--- config.mk ---
export PLATFORM = sky130hd
export DESIGN_NAME = bsearch_ctrl
export DESIGN_NICKNAME = d
export VERILOG_FILES = /design/src/rtl/bsearch_ctrl.sv
export SDC_FILE = /design/constraint.sdc
export NUM_CORES = 1
export LEC_CHECK = 0
export CORE_MARGIN = 2
export CORE_UTILIZATION = 54
export CTS_CLUSTER_DIAMETER = 150
export DETAILED_ROUTE_END_ITERATION = 6
export PLACE_DENSITY = 0.79
export REMOVE_ABC_BUFFERS = 1
export SLEW_MARGIN = 10
export SYNTH_ARGS = -nofsm -noshare
export SYNTH_HDL_FRONTEND = slang
export SYNTH_SLANG_ARGS = --single-unit
--- constraint.sdc ---
create_clock -name clk -period 3.3 [get_ports clk]
set_input_delay 0.99 -clock clk [delete_from_list [all_inputs] [get_ports clk]]
set_output_delay 0.99 -clock clk [all_outputs]
set_load 0.02 [all_outputs]
--- src/rtl/bsearch_ctrl.sv ---
// bsearch_ctrl: successive-approximation controller for a magnitude comparator.
// Drives the comparator x operand and binary-searches [0, 2^width-1] using the
// xgy/xsy/xey flags until the guess equals the comparator's y target.
// Build option: define BSEARCH_REG_CMP_EN to insert a WAIT cycle before each
// flag sample, so the block can drive a comparator with registered flags.
module bsearch_ctrl #(
    parameter int width = 3,
    parameter int cnt_w = 4
) (
    input  logic             clk,
    input  logic             rst,
    input  logic             start,
    output logic [width-1:0] x,
    input  logic             xgy,
    input  logic             xsy,
    input  logic             xey,
    output logic             busy,
    output logic             done,
    output logic             err,
    output logic [width-1:0] result,
    output logic [cnt_w-1:0] steps
);

`ifdef BSEARCH_REG_CMP_EN
    typedef enum logic [1:0] {
        st_idle = 2'd0,
        st_cmp  = 2'd1,
        st_done = 2'd2,
        st_wait = 2'd3
    } state_t;
    // every new guess gets one settling cycle before its flags are sampled
    localparam state_t probe_state_c = st_wait;
`else
    typedef enum logic [1:0] {
        st_idle = 2'd0,
        st_cmp  = 2'd1,
        st_done = 2'd2
    } state_t;
    localparam state_t probe_state_c = st_cmp;
`endif

    localparam logic [width-1:0] max_c  = {width{1'b1}};
    localparam logic [width-1:0] zero_c = {width{1'b0}};
    localparam logic [width-1:0] mid_c  = max_c >> 1'b1;
    localparam logic [cnt_w-1:0] one_c  = {{(cnt_w-1){1'b0}}, 1'b1};

    state_t             state_r, state_s;
    logic [width-1:0]   x_r, x_s;
    logic [width-1:0]   lo_r, lo_s;
    logic [width-1:0]   hi_r, hi_s;
    logic               busy_r, busy_s;
    logic               done_r, done_s;
    logic               err_r, err_s;
    logic [width-1:0]   result_r, result_s;
    logic [cnt_w-1:0]   steps_r, steps_s;

    // width+1 bit helpers so neither x+1 nor the midpoint sums can overflow
    logic [width:0]     xp1_s;
    logic [width:0]     xm1_s;
    logic [width:0]     sum_up_s;
    logic [width:0]     sum_dn_s;
    logic [2:0]         flags_s;

    // next-state and next-value logic for every register in the block
    always_comb begin
        state_s  = state_r;
        x_s      = x_r;
        lo_s     = lo_r;
        hi_s     = hi_r;
        busy_s   = busy_r;
        done_s   = 1'b0;
        err_s    = err_r;
        result_s = result_r;
        steps_s  = steps_r;

        xp1_s    = {1'b0, x_r} + {{width{1'b0}}, 1'b1};
        xm1_s    = {1'b0, x_r} - {{width{1'b0}}, 1'b1};
        sum_up_s = xp1_s + {1'b0, hi_r};
        sum_dn_s = {1'b0, lo_r} + xm1_s;
        flags_s  = {xgy, xsy, xey};

        case (state_r)
            st_idle: begin
                if (start) begin
                    lo_s     = zero_c;
                    hi_s     = max_c;
                    x_s      = mid_c;
                    steps_s  = {cnt_w{1'b0}};
                    err_s    = 1'b0;
                    result_s = zero_c;
                    busy_s   = 1'b1;
                    state_s  = probe_state_c;
                end else begin
                    state_s = st_idle;
                end
            end
            st_cmp: begin
                steps_s = steps_r + one_c;
                case (flags_s)
                    3'b001: begin
                        result_s = x_r;
                        done_s   = 1'b1;
                        state_s  = st_done;
                    end
                    3'b010: begin
                        // guess too small: move lo above it, unless nothing is left
                        if ((x_r == max_c) || (xp1_s > {1'b0, hi_r})) begin
                            err_s   = 1'b1;
                            done_s  = 1'b1;
                            state_s = st_done;
                        end else begin
                            lo_s    = width'(xp1_s);
                            x_s     = width'(sum_up_s >> 1'b1);
                            state_s = probe_state_c;
                        end
                    end
                    3'b100: begin
                        // guess too large: move hi below it, unless nothing is left
                        if ((x_r == zero_c) || (xm1_s < {1'b0, lo_r})) begin
                            err_s   = 1'b1;
                            done_s  = 1'b1;
                            state_s = st_done;
                        end else begin
                            hi_s    = width'(xm1_s);
                            x_s     = width'(sum_dn_s >> 1'b1);
                            state_s = probe_state_c;
                        end
                    end
                    default: begin
                        // no flag or contradictory flags: comparator is not trustworthy
                        err_s   = 1'b1;
                        done_s  = 1'b1;
                        state_s = st_done;
                    end
                endcase
            end
            st_done: begin
                busy_s  = 1'b0;
                state_s = st_idle;
            end
`ifdef BSEARCH_REG_CMP_EN
            st_wait: begin
                state_s = st_cmp;
            end
`endif
            default: begin
                busy_s  = 1'b0;
                state_s = st_idle;
            end
        endcase
    end

    // state and datapath registers with synchronous reset
    always_ff @(posedge clk) begin
        if (rst) begin
            state_r  <= st_idle;
            x_r      <= zero_c;
            lo_r     <= zero_c;
            hi_r     <= max_c;
            busy_r   <= 1'b0;
            done_r   <= 1'b0;
            err_r    <= 1'b0;
            result_r <= zero_c;
            steps_r  <= {cnt_w{1'b0}};
        end else begin
            state_r  <= state_s;
            x_r      <= x_s;
            lo_r     <= lo_s;
            hi_r     <= hi_s;
            busy_r   <= busy_s;
            done_r   <= done_s;
            err_r    <= err_s;
            result_r <= result_s;
            steps_r  <= steps_s;
        end
    end

    assign x      = x_r;
    assign busy   = busy_r;
    assign done   = done_r;
    assign err    = err_r;
    assign result = result_r;
    assign steps  = steps_r;

endmodule

==> metrics.csv <==
stage,metric,value,unit
sta,fin crit period,2.822,ns
die,io pins,19,
final_layout,Final Non-Filler Cells,211,
sta,maximum clock rate,354.3,MHz
final_layout,final instance area,1625,um2
cts,clock latency on the worst-skew pair,0.31,ns
critical_path,r2r setup slk,0.48,ns
final_layout,Fill cells,229,
route,drt wl/cell,15.57,um
yosys,ys cells,160,
flow_run,maxcap violations,0,
route,met3 wire length,199,um
route,Residual DRC,0,
final_layout,dominant logic cell types in the final layout,"21 x dfxtp_1, 20 x nor2_1, 18 x clkdlybuf4s50_1, 16 x ha_1, 13 x a21oi_1",
route,via count,1241,
sta,final period utilization,85.52,%
critical_path,R2R Path Start,x[1]$_SDFFE_PP0P_,
cts,Max clock buf depth,2,
route,First-pass DRT Iterations,4,
grt,busiest grt layer,met2,
critical_path,"CP delay by family, top",AND-OR/OR-AND gates,
cts,H-tree levels,1,
route,WL final,3.285,mm
grt,met3 GRT Util,4.372,%
cts,Root Buffer,clkbuf_4,
placement,dpl cell area,1598,um2
placement,Final Wtd Congestion,0.9161,
critical_path,slowest CP cell,dfxtp_1,
die,row cnt,18,
critical_path,most frequent CP cell,ha_1,
grt,M2 GR Usage,40.56,%
cts,CTS tree,built,
yosys,"EDFF count, synth",0,
cts,Worst-path clk slew,0.12,ns
yosys,yosys warning tally,0,
yosys,mean post-synth cell area,8.563,um2
critical_path,CP Class,reg2reg,
pwr,total power,625.9,uW
placement,placed cell count,207,
yosys,"Cell Area, Synth",1370,um2
grt,grt ovf,0,
critical_path,Critical Path End,x[0]$_SDFFE_PP0P_,
die,Chip Height,54.37,um
placement,input/output buffers,18,
critical_path,worst path cell trace,inv_1 -> ha_1 -> xor2_1 -> ha_1 -> o21ba_2 -> a211oi_2 -> a211o_2 -> a221oi_1 -> a311oi_1,
sta,clock skew,0.003750,ns
run_status,run status,finished clean,
yosys,Synth Seq Share,30.68,%
route,Antenna Nets Post-Route,0,
sta,Least-Margin Pin Slew,0.5831,ns
grt,pin count of the biggest net entering global routing,22,
grt,Overall Global Routing Usage,24.56,%
pwr,leakage power,0.6676,nW
die,die area,2956,um2
yosys,Synth async-reset ratio,0,%
worst_hold_path,Worst Hold Class,reg2reg,
critical_path,crit path DAT,3.01,ns
yosys,YS chip area,1370,um2
sta,RSZ-0062 raised after global routing,false,
sta,Slew Limit Fails,0,
yosys,distinct lib cells,42,
critical_path,Worst Reg-to-Reg Cells,9,
critical_path,Buf/Inv on CP,1,
cts,Hold Buf Count CTS,0,
sta,Setup WS post-layout,0.4778,ns
yosys,Flops after synth,21,
sta,worst hold slack,0.5034,ns
==> cell usage after synthesis, types with 2 or more instances <==
master | n | area share, %
nor3b_1 | 3 | 1.6
xor2_1 | 2 | 1.3
nand2b_1 | 4 | 1.8
mux2i_1 | 4 | 2.9
ha_1 | 16 | 15
a221oi_1 | 3 | 1.9
nor2b_1 | 3 | 1.4
nor3_1 | 7 | 2.6
dfxtp_1 | 21 | 31
a311oi_1 | 4 | 2.6
o21ai_0 | 3 | 1.1
fa_1 | 2 | 2.9
nand3b_1 | 3 | 1.6
o21bai_1 | 2 | 1.1
a21oi_1 | 13 | 4.7
clkbuf_1 | 4 | 1.1
nand3_1 | 3 | 1.1
inv_1 | 11 | 3.0
a211oi_1 | 2 | 1.1
nor2_1 | 20 | 5.5
nand2_1 | 9 | 2.5
==> area by class of cell <==
cell class | count | area (um2) | area share [%]
inverters | 11 | 41.29 | 2.540
well taps | 30 | 37.54 | 2.309
clock buffers | 3 | 22.52 | 1.386
flip-flops and latches | 21 | 420.4 | 25.87
multi-input cells | 123 | 888.4 | 54.66
clock inverters | 1 | 5.005 | 0.3079
repair buffers | 22 | 210.2 | 12.93
==> registers in the layout, summed over array words and instances, names as in the netlist <==
name	count
steps	4
hi_r	3
lo_r	3
result	3
x	3
state_r	2
busy	1
done	1
err	1
==> logic make-up (layout without fill, tap and decap cells) <==
logic type / after synthesis / after routing / synth area share (%)
xor+xnor: 3 / 3 / 1.918
mux: 4 / 4 / 2.922
flops: 21 / 21 / 30.68
simple gates: 58 / 58 / 21.37
fa+ha+maj: 18 / 18 / 17.53
compound gates: 40 / 40 / 21.10
buf+inv: 16 / 37 / 4.474
==> power by group <==
part	internal, mW	switching [mW]
Combinational	0.0891	0.128
Sequential	0.266	0.0126
Clock	0.0453	0.0848
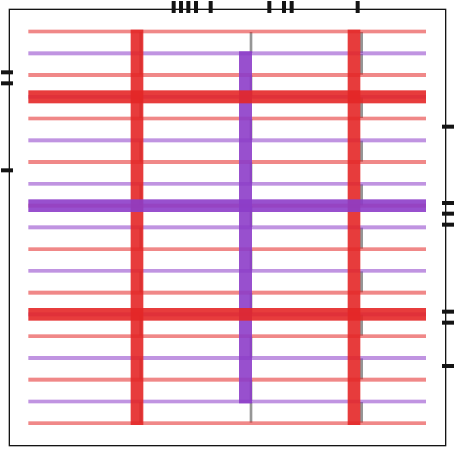
**Above:** PDN straps and rails.
Drawn at 8 px/um. Pins as bars on the die edge. Tap cells in gray.
VDD: drawn in purple. VSS: drawn in red.
19 met1 rails follow the rows. 3 straps on met4. 30 tap cells. The core has 18 rows.
VDD IR-drop max: 290.1 uV
Placeable Area: 2432 um2

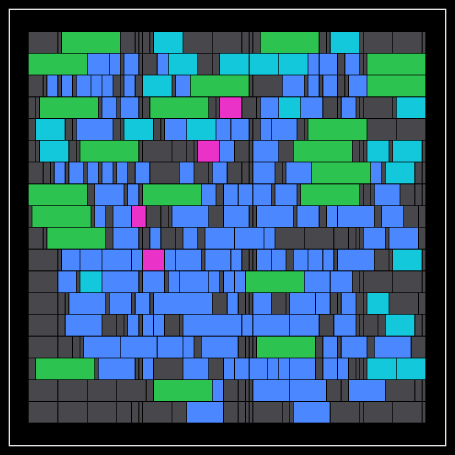
**Above:** cells colored by class.
Drawn at 8 px/um. Fill, decap, tap and diode cells in gray.
flops: drawn in green, cells 21, share of their area 26%. clock drivers and dummy loads: drawn in magenta, cells 4, share of their area 1.7%. combinational and other logic: drawn in blue, cells 134, share of their area 59%. other buffers and delay cells: drawn in cyan, cells 22, share of their area 13%.

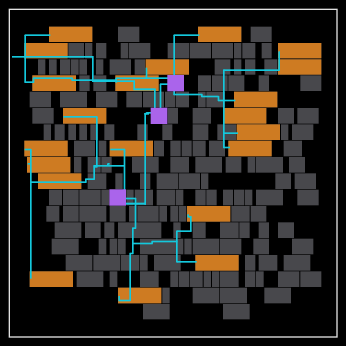
**Above:** clock distribution.
Drawn at 6 px/um.
flip-flops: drawn in orange, count 21. clock wires: drawn in cyan, length 269 um. clock drivers: drawn in purple, count 3.
There are 4 routed clock nets. Position of the flops: all over the die.

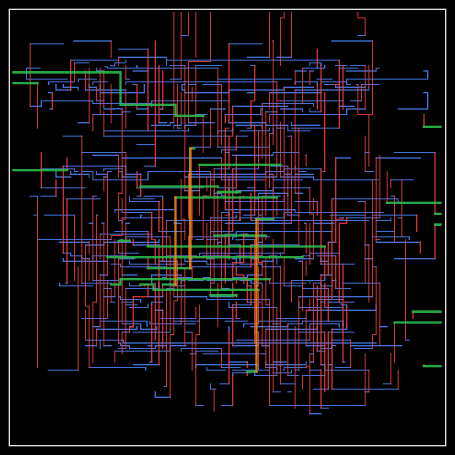
**Above:** signal wires by layer.
Drawn at 8 px/um.
metal 3: drawn in green, wire length 199 um. metal 4: drawn in orange, wire length 44.9 um. metal 1: drawn in blue, wire length 1450 um. metal 2: drawn in red, wire length 1590 um.

Power and IR drop assume default switching activity.
